[src/rtl/cdc_handshake_rx.sv]
// Destination-side receiver of a four-phase req/ack CDC transfer: synchronises
// req_in, captures the quasi-static data bus and hands it out on valid/ready.
module cdc_handshake_rx #(
    parameter int K           = 8,
    parameter int SYNC_STAGES = 2
) (
    input  logic         clk,
    input  logic         rst,
    input  logic         req_in,
    input  logic [K-1:0] data_in,
    output logic         ack_out,
    output logic [K-1:0] data_out,
    output logic         valid_out,
    input  logic         ready_in,
    output logic         err_out
);

    typedef enum logic [1:0] {
        IDLE = 2'd0,
        HOLD = 2'd1,
        ACK  = 2'd2
    } state_t;

    logic [SYNC_STAGES-1:0] sync_chain;
    logic                   req_s;
    state_t                 state;
    state_t                 state_next;
    logic                   capture;
    logic                   valid_next;
    logic                   ack_next;
    logic                   err_next;

    // req_in is the only signal crossing here; data_in is trusted to be stable
    // whenever the synchronised request is seen high.
    always_ff @(posedge clk) begin
        if (rst) begin
            sync_chain <= '0;
        end else begin
            sync_chain <= {sync_chain[SYNC_STAGES-2:0], req_in};
        end
    end

    assign req_s = sync_chain[SYNC_STAGES-1];

    always_comb begin
        state_next = state;
        capture    = 1'b0;
        valid_next = valid_out;
        ack_next   = ack_out;
        err_next   = err_out;
        case (state)
            IDLE: begin
                if (req_s) begin
                    capture    = 1'b1;
                    valid_next = 1'b1;
                    state_next = HOLD;
                end
            end
            HOLD: begin
                // The source dropping req before ack is a protocol violation,
                // flagged but otherwise tolerated so the consumer still drains.
                if (!req_s) begin
                    err_next = 1'b1;
                end
                if (ready_in) begin
                    valid_next = 1'b0;
                    ack_next   = 1'b1;
                    state_next = ACK;
                end
            end
            ACK: begin
                if (!req_s) begin
                    ack_next   = 1'b0;
                    state_next = IDLE;
                end
            end
            default: begin
                valid_next = 1'b0;
                ack_next   = 1'b0;
                state_next = IDLE;
            end
        endcase
    end

    always_ff @(posedge clk) begin
        if (rst) begin
            state     <= IDLE;
            data_out  <= '0;
            valid_out <= 1'b0;
            ack_out   <= 1'b0;
            err_out   <= 1'b0;
        end else begin
            state     <= state_next;
            valid_out <= valid_next;
            ack_out   <= ack_next;
            err_out   <= err_next;
            if (capture) begin
                data_out <= data_in;
            end
        end
    end

endmodule
[config.mk]
export PLATFORM = sky130hd
export DESIGN_NAME = cdc_handshake_rx
export DESIGN_NICKNAME = d
export VERILOG_FILES = /design/src/rtl/cdc_handshake_rx.sv
export SDC_FILE = /design/constraint.sdc
export NUM_CORES = 1
export LEC_CHECK = 0
export ABC_AREA = 1
export ABC_CLOCK_PERIOD_IN_PS = 1300
export CAP_MARGIN = 25
export CORE_AREA = 2 2 39 41
export DETAILED_ROUTE_END_ITERATION = 6
export DIE_AREA = 0 0 41 43
export PLACE_DENSITY = 0.76
export SLEW_MARGIN = 25
export SYNTH_ARGS = -nofsm -noshare
export SYNTH_HDL_FRONTEND = slang
export SYNTH_SLANG_ARGS = --single-unit
[constraint.sdc]
create_clock -name clk -period 1.3 [get_ports clk]
set_input_delay 0.13 -clock clk [delete_from_list [all_inputs] [get_ports clk]]
set_output_delay 0.13 -clock clk [all_outputs]
set_load 0.01 [all_outputs]
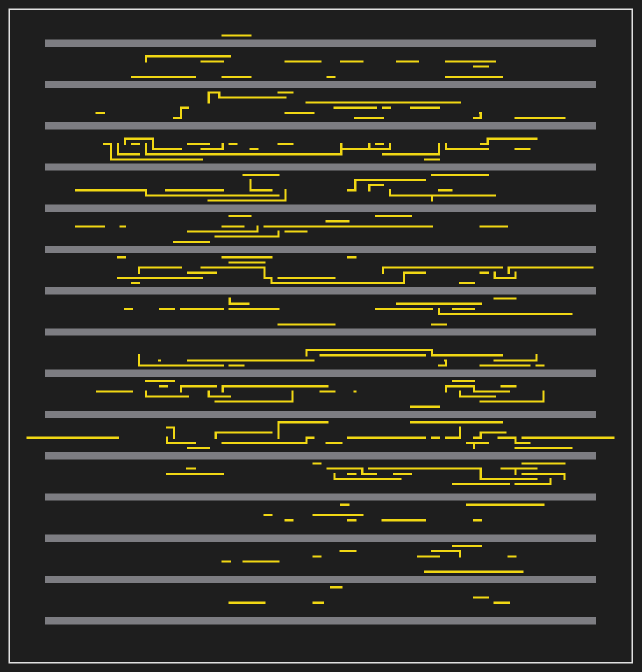
run_1/m1.png
Supply wires on this layer in grey.
wire length on this layer = 500 um
nets with wire on the layer = 93
drt total wl: 1.20 mm
M1 GR Usage: 0.134
via total after detailed routing: 502

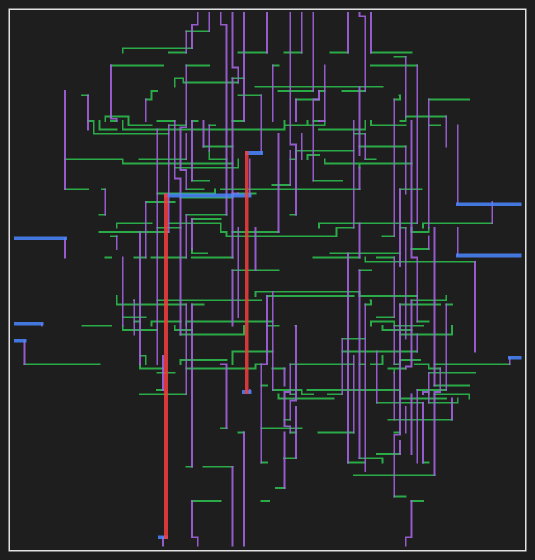
run_1/layers.png
blue -> M3  # wire length 25.7 um
green -> M1  # wire length 500 um
red -> M4  # wire length 46.2 um
purple -> M2  # wire length 626 um
Routed wire per std cell: 11.2 um
gr usage total: 0.141

==> summary.txt, run 1 <==
run results: post-CTS sizing=1, Pre-Repair DR Iteration Count=3, asr flop ratio synth=0, yosys stat cell total=approximately 64, sequential cell power=~0.49 mW, WHS Endpoint=sync_chain[0], Critical Path Start=state[0], RSZ-0062 raised after global routing=no, WS Path Type=register to register, met2 Usage GRT=0.225, Pwr per Cell Area=between 1000 and 1500 nW/um2, syn avg cell area=slightly above 8 um2, final hold slack=0.367 ns, post-route cell area=roughly 830 um2, total gr overflow=0, Clk. pwr=around 0.26 mW, Post-synth EDFFs=0, startpoint types=register, Die Width=between 40 and 50 um, port bufs=22, most frequent cell after synthesis=nand2_1, yosys aoi share=0.155, setup total negative slack=0 ns, most instantiated logic cell after routing=nand2_1, CP delay by family, top=flip-flops, overall power=0.852 mW, Detail Route Antenna Nets=0, # Max-Cap Violations=0, Fmax achieved=slightly above 0.9 GHz, Synth top cells by count=20 x nand2_1, 15 x dfxtp_1, 12 x a21oi_1, 3 x inv_1, 3 x nor2_1, core area=1380 um2, Net Sw Frac=0.227, GR Layer Usage met3=0.0157, met3 WL=~25 um, comb pwr=between 0.1 and 0.15 mW, Placer Congestion=approximately 0.7, library cells used by synthesis=15, worst slack, placed=just over 0.2 ns, most common flop cell mapped by yosys=dfxtp_1, static leakage=~0.48 nW, DP Cell Count=a little over 100, clock root cell=clkbuf_4, VDD IR-drop max=around 0.53 mV, initial antenna violation count=0, Max Used Layer=met4, Chip Height=43 um, final net count=104, Final Skew=between 0.005 and 0.006 ns, final setup margin=roughly 0.22 ns, Synth area leader=dfxtp_1, Post-Syn Nets=76, Worst R2R End=data_out[1], Worst path slowest cell=dfxtp_1, Remaining DRCs=0, IO Pins=23, hpwl dp=about 890 um, vias in the first global route=between 400 and 500, Crit path required time=roughly 1.5 ns, reg2reg start=state[0], Period Utilization, post-route=0.829, Via density=between 4 and 5, worst reg-to-reg path cell count=5, Area leader share=0.565, Sw Pwr=around 0.19 mW, status=finished, final reports clean, Initial Util=0.384, adder share=0, Crit path depth=5, Synthesized registers=15, cts bufs inserted=3, Syn. warnings=0, area of the mapped netlist=532 um2, crit path buf inv count=2, clock sink count=15, biggest area cells=dfxtp_1 56%, nand2_1 14%, a21oi_1 11%, tool warnings=26, Top logic family=simple AND/OR/NAND/NOR gates, Clock Latency Late Sink=around 0.28 ns, wl on met1=500 um, initial drt markers=1, max_slew headroom=0.871, CP Cell Sequence=inv_1 > nand3_2 > inv_2 > nand2_1 > a21oi_1, P_int=0.659 mW, pin count of the biggest net entering global routing=9, slowest stage delay, CP=roughly 0.34 ns, Placed Area=between 700 and 800 um2, antenna diode count=0, heaviest power group=sequential cells, worst-path fanout max=8, Fin. Hold Viols=0, Final Max Slew Viols=0, Logic pwr share=0.125, Gate Count Post-Synth=~64, simple-gate area share of the yosys netlist=0.214, htree depth=1, Hold Crit Depth=3, Critical Path End Type=register, Seq share, synth=0.565, FILL cells=129, most instantiated logic cells after routing=20 x nand2_1, 15 x dfxtp_1, 12 x a21oi_1, min-delay worst type=input pin to register, area growth from synthesis to layout=55.8%, hold buffer count at CTS=0, num rows=14, flop2flop setup slack=around 0.22 ns, Die ar.=about 1800 um2, part of the power in registers=0.569, Final min period=1.08 ns, hold_sp=req_in, crit path DAT=between 1 and 1.5 ns, GR peak layer=met2, global-route wire length before repair=between 1.5 and 2 mm, clock share of power=0.305, MUX area fraction=0, Finished Core Util=0.599, WL met2=625 um, layout cells sized above 1=0.110, XOR-XNOR Cells, Area Fraction=0, Setup Buffers After CTS=0, clk buf depth=2, Reg clk slew, reported paths=~0.090 ns, Worst-Margin Slew=approximately 0.19 ns, final setup fails=0, chip area line of the yosys report=around 530 um2, CTS tree=built, Setup crit end=data_out[1]
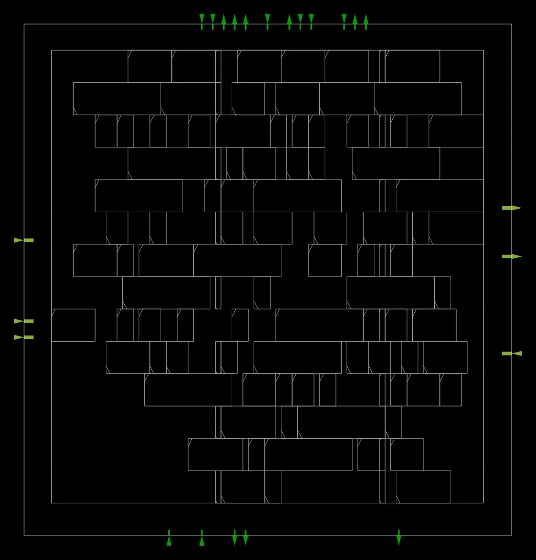
run_1/placed.png
fin cells: 107
sequential share of cell area: 0.363

## run 1: sequential cells by signal (all words and copies together), names as in the netlist
| signal | count |
|---|---|
| valid_out | 1 |
| state | 2 |
| err_out | 1 |
| sync_chain | 2 |
| ack_out | 1 |
| data_out | 8 |
## run 1: kinds of logic (layout without fill, tap and decap cells)
family | Yosys count | in the layout
and+or+nand+nor | 27 | 27
AOI/OAI and AO/OA | 15 | 15
DFF | 15 | 15
buffers and inverters | 7 | 34
## run 1: final cells by class
type / count / area [um2] / share of cell area
multi-input combinational: 42 / 196 / 0.237
timing repair buffer: 25 / 267 / 0.322
tap: 16 / 20.0 / 0.0242
sequential: 15 / 300 / 0.363
clock buffer: 4 / 26.3 / 0.0317
inverter: 5 / 18.8 / 0.0227
==> run 2: changes to the inputs <==
--- a/config.mk
+++ b/config.mk
@@ -6,12 +6,12 @@
 export NUM_CORES = 1
 export LEC_CHECK = 0
 export ABC_AREA = 1
-export ABC_CLOCK_PERIOD_IN_PS = 1300
+export ABC_CLOCK_PERIOD_IN_PS = 1100
 export CAP_MARGIN = 25
-export CORE_AREA = 2 2 39 41
+export CORE_MARGIN = 2
+export CORE_UTILIZATION = 39
 export DETAILED_ROUTE_END_ITERATION = 6
-export DIE_AREA = 0 0 41 43
-export PLACE_DENSITY = 0.76
+export PLACE_DENSITY = 0.75
 export SLEW_MARGIN = 25
 export SYNTH_ARGS = -nofsm -noshare
 export SYNTH_HDL_FRONTEND = slang
==> constraint.sdc (replaced) <==
create_clock -name clk -period 1.1 [get_ports clk]
set_input_delay 0.11 -clock clk [delete_from_list [all_inputs] [get_ports clk]]
set_output_delay 0.11 -clock clk [all_outputs]
set_load 0.01 [all_outputs]
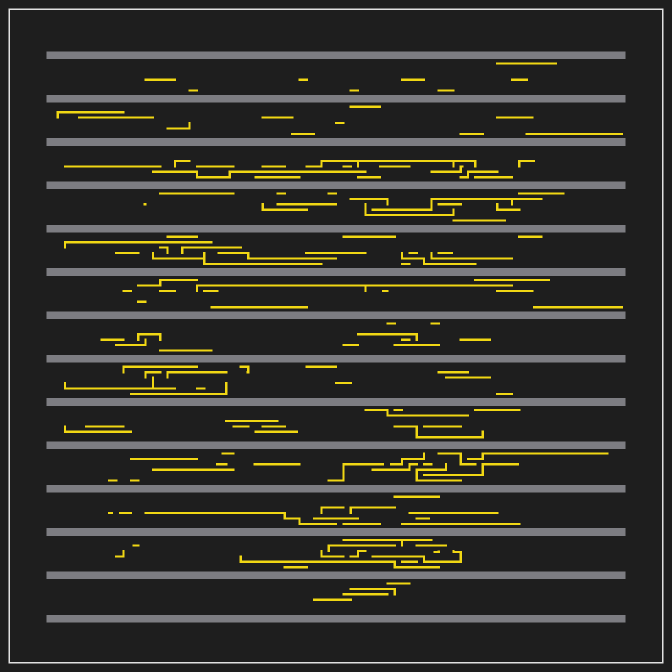
run_2/m1.png
Supply wires on this layer in grey.
nets with wire on the layer = 86
longest straight run = 19.8 um

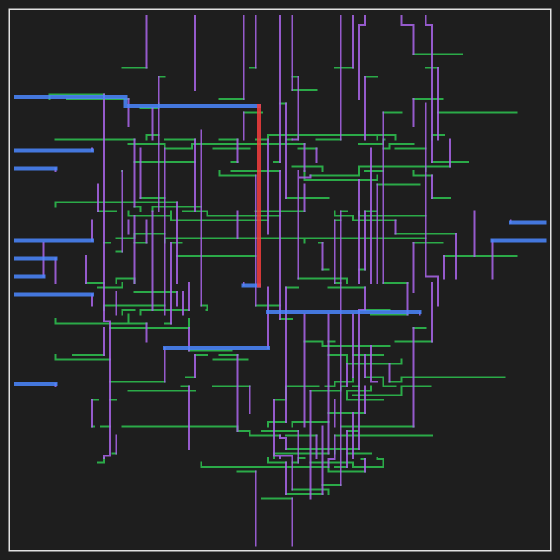
run_2/layers.png
via total after detailed routing: 508
gr usage total: 0.163

==> run 2 against run 1 <==
Synthesized cell count unchanged. Hold slack worse by 0.028 ns. Highest routed layer unchanged. Register-to-register slack got worse by 0.12 ns. Clock-buffer cell count unchanged. Final area is 2.3% lower. Combinational power rose by about 10%.
==> summary.txt, run 2 <==
run results: worst-path fanout max=2 (-6), slowest stage delay, CP=0.35 ns (about the same), initial drt markers=7 (+6), clock share of power=0.303 (-0.002), total gr overflow=0 (unchanged), Detail Route Antenna Nets=0 (unchanged), Critical Path End Type=primary output, Post-Syn Nets=76 (unchanged), hpwl dp=852 um (-4.5%), WHS Endpoint=sync_chain[0], clk buf depth=2 (unchanged), Final Skew=0.00101 ns (-0.00407 ns), Via density=4.75 (+1.2%), Final Max Slew Viols=0 (unchanged), # Max-Cap Violations=0 (unchanged), post-CTS sizing=11 (+10), yosys stat cell total=64 (unchanged), crit path buf inv count=1 (-1), Pwr per Cell Area=1240 nW/um2 (+20%), static leakage=0.354 nW (-26%), Remaining DRCs=0 (unchanged), Gate Count Post-Synth=64 (unchanged), library cells used by synthesis=15 (unchanged), Syn. warnings=0 (unchanged), Logic pwr share=0.123 (-0.002), vias in the first global route=405 (-6.5%), Die Width=40.9 um (-0.18%), Period Utilization, post-route=0.917, M1 GR Usage=0.201 (+0.0662), worst slack, placed=0.0794 ns (-0.125 ns), min-delay worst type=input pin to register, flop2flop setup slack=0.10 ns (-0.12 ns), max_slew headroom=0.857 (-0.0141), drt total wl=1.08 mm (-9.5%), overall power=1.00 mW (+17%), Sw Pwr=0.224 mW (+16%), reg2reg start=state[0], hold_sp=req_in, Worst-Margin Slew=0.213 ns (+0.0191 ns), Pre-Repair DR Iteration Count=4 (+1), Initial Util=0.414 (+0.0296), Critical Path Start=ack_out, post-route cell area=810 um2 (-2.3%), CP delay by family, top=flip-flops, Final min period=~1.0 ns, most instantiated logic cells after routing=20 x nand2_1, 13 x dfxtp_1, 12 x a21oi_1, Worst R2R End=data_out[3], Max Used Layer=met4, global-route wire length before repair=1.70 mm (+6.1%), port bufs=22 (unchanged), Finished Core Util=0.630 (+0.0314), clock root cell=clkbuf_4, met3 WL=74 um (+200%), final setup fails=0 (unchanged), final hold slack=0.340 ns (-0.0277 ns), Fin. Hold Viols=0 (unchanged), worst reg-to-reg path cell count=5 (unchanged), biggest area cells=dfxtp_1 56%, nand2_1 14%, a21oi_1 11%, Post-synth EDFFs=0 (unchanged), VDD IR-drop max=0.804 mV (+52%), Routed wire per std cell=10.1 um (-9.5%), Placer Congestion=0.757 (+7.1%), Net Sw Frac=0.224 (-0.00282), most instantiated logic cell after routing=nand2_1, IO Pins=23 (unchanged), Synth area leader=dfxtp_1, pin count of the biggest net entering global routing=9 (unchanged), tool warnings=26 (unchanged), Placed Area=785 um2 (+0.80%), Clk. pwr=0.303 mW (+17%), startpoint types=register, antenna diode count=0 (unchanged), WS Path Type=register to primary output, status=finished, final reports clean, hold buffer count at CTS=0 (unchanged), DP Cell Count=103 (unchanged), comb pwr=0.123 mW (+10%), syn avg cell area=8.31 um2 (unchanged), Setup Buffers After CTS=0 (unchanged), heaviest power group=sequential cells, Chip Height=40.9 um (-4.8%), asr flop ratio synth=0 (unchanged), max FFs per register=8 (unchanged), area growth from synthesis to layout=52.2%, Synth top cells by count=20 x nand2_1, 15 x dfxtp_1, 12 x a21oi_1, 3 x inv_1, 3 x nor2_1, Hold Crit Depth=3 (unchanged), GR Layer Usage met3=0.0815 (+0.0658), cts bufs inserted=3 (unchanged), Seq share, synth=0.565 (unchanged), P_int=0.777 mW (+18%), CTS tree=built, Die ar.=1670 um2 (-5.0%), initial antenna violation count=0 (unchanged), Crit path required time=0.99 ns (-0.53 ns)
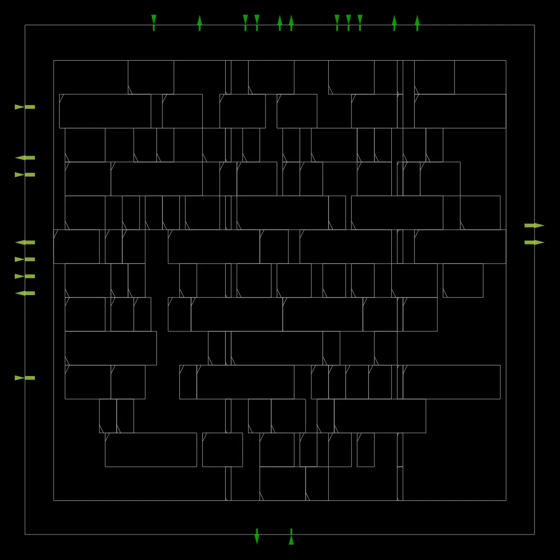
run_2/placed.png
sequential share of cell area: 0.374
core area: 1280 um2
Flops: 15
FILL cells: 125
tap cells: 15

-- run 2: cell types whose count changed in the layout (fill, tap and decap cells not counted), moves of 2 or more --
cell,previous run,this run
dlymetal6s2s_1,10,0
dfxtp_2,0,2
dlygate4sd2_1,1,11
dfxtp_1,15,13
-- run 2: cell families (layout without fill, tap and decap cells) --
kind of cell / count (synthesis) / count (layout) / synth area share
flops: 15 / 15 / 0.565
simple gates: 27 / 27 / 0.214
compound gates: 15 / 15 / 0.155
buf+inv: 7 / 35 / 0.0659
-- run 2: cell type report --
class	count	area, um2	area share
clock buffer	4	26.3	0.0325
timing repair buffer	26	236	0.292
inverter	5	21.3	0.0263
tap	15	18.8	0.0232
sequential	15	303	0.374
multi-input combinational	42	204	0.252
Power is estimated from default activity; no workload was simulated.
